File: config.mk
export PLATFORM = sky130hd
export DESIGN_NAME = bus_source_arbiter
export DESIGN_NICKNAME = d
export VERILOG_FILES = /design/src/rtl/bus_source_arbiter.sv
export SDC_FILE = /design/constraint.sdc
export NUM_CORES = 1
export LEC_CHECK = 0
export ABC_AREA = 1
export CAP_MARGIN = 20
export CORE_AREA = 8 8 99 101
export CTS_BUF_LIST = sky130_fd_sc_hd__clkbuf_8
export CTS_CLUSTER_DIAMETER = 120
export DETAILED_ROUTE_END_ITERATION = 10
export DIE_AREA = 0 0 107 109
export GPL_TIMING_DRIVEN = 0
export PLACE_DENSITY = 0.71
export SLEW_MARGIN = 20
export SYNTH_ARGS = -nofsm -noshare
export SYNTH_HDL_FRONTEND = slang
export SYNTH_SLANG_ARGS = --single-unit
File: constraint.sdc
create_clock -name clk -period 5.68 [get_ports clk]
set_clock_uncertainty 0.05 [all_clocks]
set_input_delay 1.136 -clock clk [delete_from_list [all_inputs] [get_ports clk]]
set_output_delay 1.136 -clock clk [all_outputs]
set_load 0.02 [all_outputs]
File: src/rtl/bus_source_arbiter.sv
// Round-robin arbiter driving the one-hot source selects of the internal data bus mux.
// Bounded tenure (MAX_HOLD) with lock override and an optional idle turnaround cycle.
module bus_source_arbiter #(
  parameter int MAX_HOLD   = 4,
  parameter int TURNAROUND = 1
) (
  input  logic       clk,
  input  logic       rst_n,
  input  logic [9:0] req,
  input  logic       lock,
  output logic       select_0,
  output logic       select_1,
  output logic       select_2,
  output logic       select_3,
  output logic       select_4,
  output logic       select_5,
  output logic       select_6,
  output logic       select_7,
  output logic       select_8,
  output logic       select_9,
  output logic       bus_busy,
  output logic [3:0] owner
);

  typedef enum logic [1:0] {
    ST_IDLE = 2'd0,
    ST_OWN  = 2'd1,
    ST_GAP  = 2'd2
  } state_t;

  localparam logic [3:0] HOLD = 4'(MAX_HOLD);
  localparam logic [3:0] NONE = 4'hF;
  localparam logic       TA   = (TURNAROUND != 0);

  state_t     state_q;
  logic [9:0] sel_q;
  logic [3:0] owner_q;
  logic [3:0] ptr_q;
  logic [3:0] cnt_q;
  logic       busy_q;

  logic [3:0] ptr_rel_d;
  logic       owner_req_d;
  logic       others_d;
  logic       release_d;
  logic [4:0] win_ptr_d;
  logic [4:0] win_rel_d;

  // Returns {found, index} of the first requester at or after start, wrapping 9 -> 0.
  function automatic logic [4:0] arbitrate(input logic [9:0] r, input logic [3:0] start);
    logic [4:0] res;
    logic [3:0] idx4;
    int         idx;
    res = {1'b0, NONE};
    for (int k = 9; k >= 0; k--) begin
      idx = int'(start) + k;
      if (idx >= 10) idx = idx - 10;
      idx4 = 4'(idx);
      if (r[idx4]) res = {1'b1, idx4};
    end
    return res;
  endfunction

  always_comb begin
    ptr_rel_d   = (owner_q >= 4'd9) ? 4'd0 : owner_q + 4'd1;
    owner_req_d = |(req & sel_q);
    others_d    = |(req & ~sel_q);
    release_d   = ~owner_req_d | ((cnt_q == HOLD) & ~lock & others_d);
    win_ptr_d   = arbitrate(req, ptr_q);
    win_rel_d   = arbitrate(req, ptr_rel_d);
  end

  always_ff @(posedge clk or negedge rst_n) begin
    if (!rst_n) begin
      state_q <= ST_IDLE;
      sel_q   <= '0;
      owner_q <= NONE;
      busy_q  <= 1'b0;
      ptr_q   <= 4'd0;
      cnt_q   <= 4'd0;
    end else begin
      unique case (state_q)
        ST_IDLE, ST_GAP: begin
          if (win_ptr_d[4]) begin
            state_q <= ST_OWN;
            owner_q <= win_ptr_d[3:0];
            sel_q   <= 10'd1 << win_ptr_d[3:0];
            busy_q  <= 1'b1;
            cnt_q   <= 4'd1;
          end else begin
            state_q <= ST_IDLE;
            owner_q <= NONE;
            sel_q   <= '0;
            busy_q  <= 1'b0;
          end
        end
        ST_OWN: begin
          if (release_d) begin
            ptr_q <= ptr_rel_d;
            // Back-to-back handover arbitrates from the post-release pointer.
            if (!TA && win_rel_d[4]) begin
              state_q <= ST_OWN;
              owner_q <= win_rel_d[3:0];
              sel_q   <= 10'd1 << win_rel_d[3:0];
              busy_q  <= 1'b1;
              cnt_q   <= 4'd1;
            end else begin
              state_q <= TA ? ST_GAP : ST_IDLE;
              owner_q <= NONE;
              sel_q   <= '0;
              busy_q  <= 1'b0;
            end
          end else if (cnt_q != HOLD) begin
            cnt_q <= cnt_q + 4'd1;
          end
        end
        default: begin
          state_q <= ST_IDLE;
          owner_q <= NONE;
          sel_q   <= '0;
          busy_q  <= 1'b0;
        end
      endcase
    end
  end

  assign select_0 = sel_q[0];
  assign select_1 = sel_q[1];
  assign select_2 = sel_q[2];
  assign select_3 = sel_q[3];
  assign select_4 = sel_q[4];
  assign select_5 = sel_q[5];
  assign select_6 = sel_q[6];
  assign select_7 = sel_q[7];
  assign select_8 = sel_q[8];
  assign select_9 = sel_q[9];
  assign bus_busy = busy_q;
  assign owner    = owner_q;

endmodule

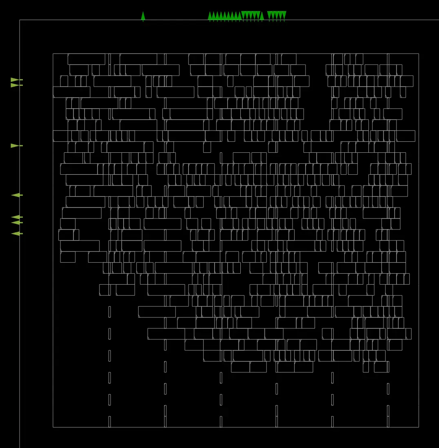
*Cell placement*
Core Box Area: 8380 um^2
flip-flops: 25

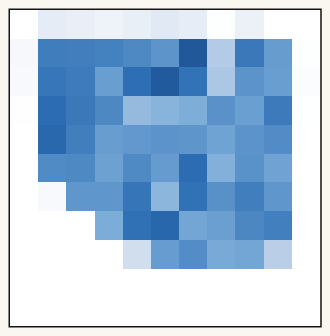
*Cell density map*
The die is cut into 11 by 11 equal tiles; white is low, dark blue is high, 0 to 100% covered.
nearly empty tiles: 37%
densest ninth of the die: center
tiles over 75% full: 5.8%
emptiest ninth of the die: south-west
fullest tile: 84%

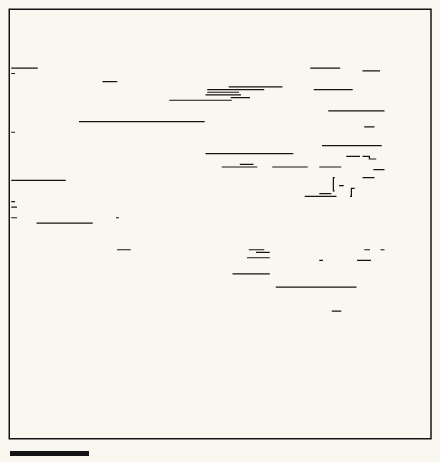
*M3 wires*
The bar under the picture is 20 um long.
nets with wire on the layer: 41
wire length on this layer: 322 um
share of all routed wire: 3.2%
main direction: horizontal
longest straight run: 31.7 um

==> Changelog: implementation <==
## Flow update

* Status: complete, no violations
* Routed met3 length at ~320 um
* RSZ-0062 raised after global routing: no
* Final core occ at 48.2%
* Synth Seq Share at between 15 and 20%
* Hold-fix buffers, CTS at 0
* Vias per cell at 5.32
* Fraction of layout cells with a size suffix above 1 at 13.4%
* Fmax at 220 MHz
* Buffer count from post-CTS setup fixing at 0
* Yosys warns at 0
* Yosys cell types at 52
* Tot GR Track Use at 16.9%
* Die area at 11700 um^2
* Worst slew margin at 51.8%
* Fin. max-slew vios at 0
* Syn avg cell area at 6.27 um^2
* DRC at 0
* Ys flop type: dfrtp_1
* I/O Pins at 28
* Yosys simple share at 40.2%
* Ys async rst share at 100%
* Vias in the first global route at 3481
* Initial antenna violation count at 0
* Crit path time final at 4.56 ns
* CTS sink count at 25
* Detail Route Antenna Nets at 0
* Critical path peak fanout at 10
* Synth logic family: simple AND/OR/NAND/NOR gates
* Port bufs at 27
* CTS Buffer Depth at 2
* RePlAce Congestion at 0.984
* TritonCTS clock tree: built
* Antenna diodes at 0
* Crit path arrival time at 4.71 ns
* Std-Cell Rows at 34
* Fa+ha+maj area frac at 10.3%
* Critical path endpoint category: flop
* CP required at 5.83 ns
* Final Cycle Share at 80.2%
* M1 WL at about 4.5 mm
* Root Buffer: clkbuf_8
* Via Count at 3785
* Die width at 107 um
* First-pass GRT wire length at approximately 16 mm
* Xor/xnor share at 4.04%
* Area delta synth->final at 12.5%
* Gr ovfl total at 0
* Dpl ws at about 1.2 ns
* Most frequent cells in the layout: nand2_1, inv_1, nand3_1
* Final nets at about 650
* Router iterations before antenna repair at 7
* Commonest cells post-synth: nand2_1, inv_1, nand3_1
* Met2 routed wirelength at 5.04 mm
* Dominant cell area share at 18.4%
* Worst Tran Pin Value at about 0.72 ns
* Complex Gates by Area at 17.4%
* MaxCap Viol Count at 0
* Most area-hungry cell type in the Yosys netlist: nand2_1
* Cell area leaders: nand2_1, dfrtp_1, ha_1
* Yosys reg bits at 25
* Highest metal layer with signal wires: met4
* EDFF count, synth at 0
* Most flop-heavy register: sel_q
* Die H at ~110 um
* Syn_nets at about 620
* Mapped Area at 3590 um^2
* Clock buffer count from CTS at 3
* Most frequent logic cell in the layout: nand2_1
* Crit Path Class: flop to flop
* Hold Path Class: flop to flop
* OpenROAD warning count at 44
* Per-cell routed wire length at 14.2 um
* H-tree levels at 1
* Max reg flops at 10
* Initial DRC Count at 281
* DP HPWL at 8.25 mm
* Worst skew pair latency at 0.27 ns
* Yosys top cell by instances: nand2_1
* Final wirelength at slightly above 10 mm
* Post_cts resized at 0
* Mapped Cells at 573
* Fin Setup TNS at 0 ns
* Largest net degree at the start of global routing at 26
* Ys cells at 573
* Mux frac, synth at 0.313%
* Yosys synthesis chip area at around 3600 um^2
* Crit start category: flop
* Initial core utilization at 42.9%
* Clk pin slew, worst setup/hold paths at 0.09 ns
* Fin. Hold Viols at 0
* Fin worst setup slack at 1.12 ns
* # setup viols final at 0
## metal layers
layer	vias to the layer above	GRT usage, %
li1	1928	-
met1	1763	20.5
met2	81	30.7
met3	13	1.24
met4	0	5.73
met5	-	0
## critical path, cell delays in order (launching register included)
cell and delay, ns:
dfrtp_1 0.54, buf_4 0.26, clkinv_1 0.37, ha_1 0.49, buf_2 0.28, inv_1 0.22, ha_1 0.29, nand2_1 0.08
nand2_1 0.05, nand2_1 0.12, xor2_1 0.25, inv_1 0.13, o21ai_1 0.13, o22ai_1 0.11, nand2_1 0.09, nand2_1 0.13
nor3_1 0.16, nand3_1 0.17, nand2_2 0.17, a21oi_2 0.11, nand3_1 0.08, nand2_1 0.05, a21oi_1 0.12
## final timing paths
kind,start,end,slack (ns),cells past startpoint
min reg2reg,bus_busy,bus_busy,0.44,2
min in group asynchronous,rst_n,cnt_q[1],0.78,1
max reg2reg,ptr_q[1],cnt_q[2],1.12,22
max in group asynchronous,rst_n,owner[3],4.42,1
max,ptr_q[1],cnt_q[2],1.12,22
min,bus_busy,bus_busy,0.44,2
## metrics by stage
| step | area, um^2 | cells | hold WS, ns |
|---|---|---|---|
| after floorplan | 3590 | 573 | 0.436 |
| after CTS | 4050 | 712 | 0.439 |
| after global placement | 4000 | 708 | 0.414 |
| final | 4040 | 712 | 0.438 |
| after detailed placement | 4000 | 708 | 0.415 |
| after global routing | 4040 | 712 | 0.471 |
## final cells by class
type | count | area [um^2]
multi-input cells | 459 | 2600
flip-flops and latches | 25 | 631
fillers | 862 | 4340
repair buffers | 27 | 265
plain buffers | 9 | 57.6
clock inverters | 1 | 7.51
well taps | 108 | 135
clock buffers | 3 | 41.3
inverters | 80 | 309
